Design control_sequencer_flat, sky130hd; sources not shown.
### Placed cells, one color a class, run 1

The bar under the picture is 20 um long.
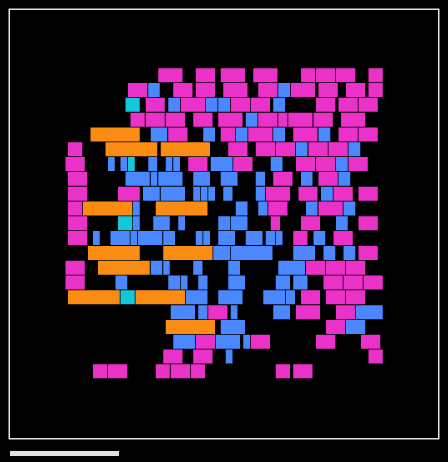
remaining logic cells -> blue  # cells 93, share of their area 33%
registers -> orange  # cells 11, share of their area 14%
clock drivers and dummy loads -> cyan  # cells 4, share of their area 1.3%
remaining buffers and delay cells -> magenta  # cells 101, share of their area 51%
Post-Route Utilization: 60.8%
flop share of the area: 13.9%
FP Rows: 21
core area: 3340 um^2

### Sequential cells colored by netlist name, run 1

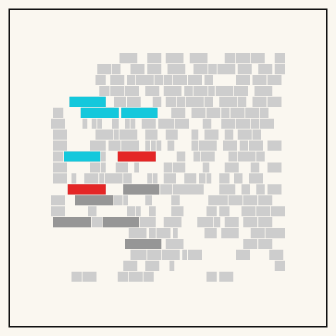
u_core.o_step -> cyan  # placed flops 4
u_core.hold_q -> red  # placed flops 2
not colored = 5
Flop area: 282 um^2
sequential group power: 225 uW

### Track usage over the die, run 1

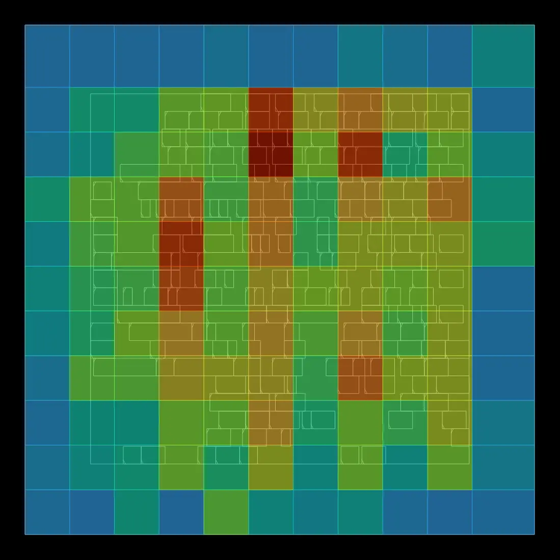
GRT Max-Usage Layer: met2
post-DR wirelength/cell: 14.8 um

==> results_dict.tcl, run 1 <==
# yosys + openroad results
set metrics [dict create \
    ant_nets 0 \
    synth_cells 119 \
    p_switching_uw 588 \
    skew_ns 0.00373 \
    comb_area_um2 626 \
    vias_per_cell 4.37 \
    logic_gates 84 \
    ys_types 32 \
    buffers 101 \
    dieArea_um2 6180 \
    syn_avg_cell_area_um2 8.66 \
    drt_iter0_drc 18 \
    fin_crit_sh_pct 96.9 \
    dr.pass1.iters 4 \
    largest_class "non-clock buffers" \
    fp_util_pct 30.9 \
    yosysTopAreaCell "dfrtp_1" \
    clock.fmax_ghz 0.344 \
    clockBufferDepth 2 \
    num_io_pins 94 \
    fillCellCount 298 \
    maxPowerGroup "combinational logic" \
    ys.flops 11 \
    met3_usage_pct 2.85 \
    critical_path_arrival_ns 2.61 \
    reg2regPathDepth 7 \
    bufAreaShareNonClock_pct 49.5 \
    drv_slew 0 \
    post_dp_cell_area_um2 1940 \
    ys_cells 119 \
    synthTopCellsByArea "dfrtp_1, dfstp_2, and2_1" \
    power_frac_seq_pct 17.3 \
    start_kind "primary input" \
    setup_viol 0 \
    yosysTopAreaCellShare_pct 17.0 \
    powerDensity_nw_per_um2 643 \
    rsz0062_at_grt "no" \
    edf_count 0 \
    grt_pass1_wl_um 5620 \
    maxCapViolCount 0 \
    status "completed" \
    use_met1_pct 13.1 \
    finalInstanceArea_um2 2030 \
    pg_clk_uw 104 \
    final_cell_mix "clkdlybuf4s50_1, and2_1, dlymetal6s2s_1" \
    wirelength_um 3780 \
    final-clk-cell-share_pct 1.29 \
    met1_length_um 1710 \
    cp_slowest_stage_delay_ns 0.55 \
    synth_async_sr_flop_share_pct 100 \
    critical_path_buf_inv_count 3 \
    nets 267 \
    clock_sinks 11 \
    clock-root-buffer "clkbuf_4" \
    cts_tree "done" \
    tightest_slew_ns 0.404 \
    diodes 0 \
    dp.cells 250 \
    grt_max_degree 12 \
    synthTopCellsByCount "and2_1, buf_4, inv_1, nor2_1" \
    endpoint_kind "output pin" \
    vdd_ir_drop_max_mv 0.356 \
    powerComb_uw 976 \
    switching_share_pct 45.1 \
    area_delta_synth_final_pct 96.8 \
    antenna_found_initial 0 \
    p_int_uw 717 \
    syn_area_um2 1030 \
    sh_comb_area_pct 30.8 \
    drc_errors 0 \
    leakage_nw 0.999 \
    yosys.cell_count.top_type "and2_1" \
    inv_count 9 \
    finalCriticalPeriod_ns 2.91 \
    synth_xor_xnor_area_share_pct 2.55 \
    syn_nets 176 \
    setup_tns_ns 0 \
    wl_met2_um 1790 \
    numPortBuffers 85 \
    layout_top_cell "clkdlybuf4s50_1" \
    simple_gate_area_share_pct 29.5 \
    path_depth 7 \
    fa_ha_area_share_pct 9.71 \
    critPathTopFamily "buffers and inverters" \
    post-place-ws_ns -0.252 \
    slew_headroom_pct 73.0 \
    clkPwrFrac_pct 7.9 \
    pwr-share-comb_pct 74.8 \
    ff_count 11 \
    grt_use_total_pct 11.1 \
    die_width_um 78.6 \
    crit_path_cell_trace "clkdlybuf4s50_1 > mux2i_2 > mux2i_2 > nand2_1 > clkbuf_2 > or3_1 > clkdlybuf4s50_1" \
    hold_violations 0 \
    grt_overflow_total 0 \
    ys_top_logic_family "simple AND/OR/NAND/NOR gates" \
    flop_cell "dfrtp_1" \
    hold_ws_ns 0.305 \
    post-dp-hpwl_um 3190 \
    ys_sh_mux_pct 7.16 \
    clkTransAtPathRegs_ns 0.07 \
    compound_area_share_pct 10.1 \
    ys_area_um2 1030 \
    htreeDepth 1 \
    top_layer_used "met4" \
    criticalPathCategory "primary input to output pin" \
    crit_required_ns 2.70 \
    wl_met3_um 229 \
    crit_path_max_fanout 10 \
    cp_slowest_cell "clkdlybuf4s50_1" \
    grt_pass1_vias 1149 \
    dr_total_vias 1115 \
    post_route_cells_drive_above_1_share_pct 14.8 \
    numCtsBuffers 3 \
    largest_register_ffs 4 \
    clockBufferCount 4 \
    hp-class "primary input to asynchronous set/reset pin" \
    clock_latency_ns 0.27 \
    setup_ws_ns 0.0941 \
    final_cell_count_no_fill 255 \
    yosysWarnings 0 \
    tool_warnings 31 \
    r2r_slack_ns 0.96 \
    tap_cells 46 \
    synth_seq_share_pct 27.2 \
    grt_use_met2_pct 18.8 \
    dieHeight_um 78.6 \
    power_mw 1.31 \
]
==> run 2: changes to the inputs <==
- MAX_ROUTING_LAYER: default -> met4
### Floorplan with the power grid, run 2

Pins as bars on the die edge. Tap cells in gray.
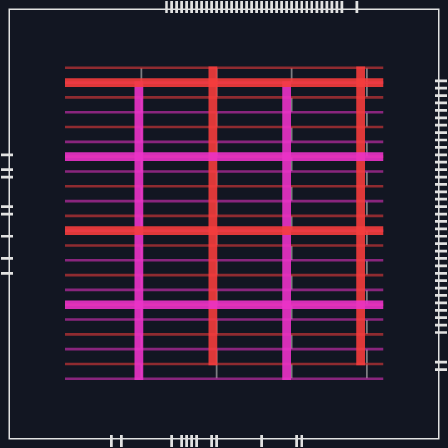
VSS -> magenta
VDD -> red
tap cells = 46
met5 straps = 4
signal pins = 94
rows = 21
DIE WIDTH: 78.6 um
Max IR drop VDD: 0.357 mV
Die Height: 78.6 um

### Sequential cells colored by netlist name, run 2

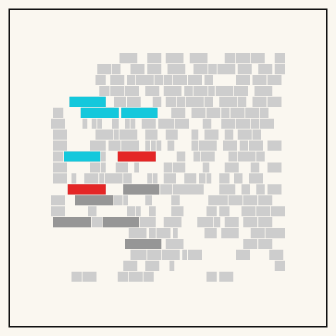
u_core.o_step -> cyan  # placed flops 4
u_core.hold_q -> red  # placed flops 2
not colored = 5

### Placed cells, one color a class, run 2

The bar under the picture is 20 um long.
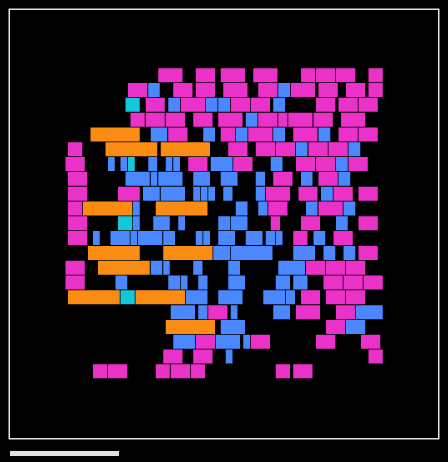
registers -> orange  # cells 11, share of their area 14%
remaining logic cells -> blue  # cells 93, share of their area 33%
remaining buffers and delay cells -> magenta  # cells 101, share of their area 51%
clock drivers and dummy loads -> cyan  # cells 4, share of their area 1.3%
post-route cell area: 2030 um^2

==> results_dict.tcl, run 2 <==
# yosys + openroad results
set metrics [dict create \
    status "completed" \
    hp-class "primary input to asynchronous set/reset pin" \
    fin_util_pct 60.8 \
    powerDensity_nw_per_um2 643 \
    power_frac_seq_pct 17.3 \
    rows 21 \
    met1_length_um 1740 \
    core_area_um2 3340 \
    bufAreaShareNonClock_pct 49.5 \
    cp_slowest_stage_delay_ns 0.55 \
    post-place-ws_ns -0.252 \
    finalCriticalPeriod_ns 2.91 \
    edf_count 0 \
    crit_path_cell_trace "clkdlybuf4s50_1 > mux2i_2 > mux2i_2 > nand2_1 > clkbuf_2 > or3_1 > clkdlybuf4s50_1" \
    clockBufferDepth 2 \
    num_io_pins 94 \
    clock_sinks 11 \
    maxPowerGroup "combinational logic" \
    numCtsBuffers 3 \
    dieArea_um2 6180 \
    dr.pass1.iters 4 \
    logic_gates 84 \
    yosysWarnings 0 \
    met3_usage_pct 2.05 \
    syn_avg_cell_area_um2 8.66 \
    start_kind "primary input" \
    clockBufferCount 4 \
    p_switching_uw 588 \
    seq_area_share_pct 13.9 \
    clock-root-buffer "clkbuf_4" \
    synthTopCellsByCount "and2_1, buf_4, inv_1, nor2_1" \
    synth_async_sr_flop_share_pct 100 \
    ff_count 11 \
    clock.fmax_ghz 0.344 \
    grt_pass1_vias 1144 \
    synth_seq_share_pct 27.2 \
    drv_slew 0 \
    yosys.cell_count.top_type "and2_1" \
    p_int_uw 717 \
    slew_headroom_pct 73.0 \
    ys_top_logic_family "simple AND/OR/NAND/NOR gates" \
    vias_per_cell 4.38 \
    dr_total_vias 1116 \
    fin_crit_sh_pct 96.9 \
    comb_area_um2 626 \
    drt_iter0_drc 18 \
    cp_slowest_cell "clkdlybuf4s50_1" \
    setup_viol 0 \
    grt_busiest_layer "met2" \
    ys_cells 119 \
    pg_clk_uw 104 \
    hold_violations 0 \
    skew_ns 0.00362 \
    endpoint_kind "output pin" \
    htreeDepth 1 \
    buffers 101 \
    layout_top_cell "clkdlybuf4s50_1" \
    maxCapViolCount 0 \
    ys_sh_mux_pct 7.16 \
    tightest_slew_ns 0.404 \
    setup_ws_ns 0.0941 \
    flop_cell "dfrtp_1" \
    setup_tns_ns 0 \
    ant_nets 0 \
    reg2regPathDepth 7 \
    grt_use_met2_pct 18.8 \
    dp.cells 250 \
    clkPwrFrac_pct 7.9 \
    rsz0062_at_grt "no" \
    synthTopCellsByArea "dfrtp_1, dfstp_2, and2_1" \
    inv_count 9 \
    fp_util_pct 30.9 \
    compound_area_share_pct 10.1 \
    fa_ha_area_share_pct 9.71 \
    critPathTopFamily "buffers and inverters" \
    ys_area_um2 1030 \
    simple_gate_area_share_pct 29.5 \
    area_delta_synth_final_pct 96.8 \
    crit_path_max_fanout 10 \
    pwr-share-comb_pct 74.8 \
    clkTransAtPathRegs_ns 0.07 \
    path_depth 7 \
    crit_required_ns 2.70 \
    grt_max_degree 12 \
    syn_nets 176 \
    post_dp_cell_area_um2 1940 \
    drc_errors 0 \
    sh_comb_area_pct 30.8 \
    fillCellCount 298 \
    post-dp-hpwl_um 3190 \
    ys_types 32 \
    wl_met2_um 1790 \
    final_cell_mix "clkdlybuf4s50_1, and2_1, dlymetal6s2s_1" \
    syn_area_um2 1030 \
    use_met1_pct 13.6 \
    yosysTopAreaCell "dfrtp_1" \
    largest_register_ffs 4 \
    power_mw 1.30 \
    tool_warnings 31 \
    synth_cells 119 \
    p_seq_uw 225 \
    cts_tree "done" \
    leakage_nw 0.999 \
    wl_per_cell_um 14.8 \
    tap_cells 46 \
    numPortBuffers 85 \
    wirelength_um 3780 \
    top_layer_used "met4" \
    final-clk-cell-share_pct 1.29 \
    regArea_um2 282 \
    wl_met3_um 192 \
    largest_class "non-clock buffers" \
    switching_share_pct 45.1 \
    clock_latency_ns 0.27 \
    powerComb_uw 976 \
    nets 267 \
    grt_pass1_wl_um 5630 \
    diodes 0 \
    synth_xor_xnor_area_share_pct 2.55 \
    ys.flops 11 \
    hold_ws_ns 0.305 \
]
Power figures rest on the tool's default switching activity, not on a simulated workload.
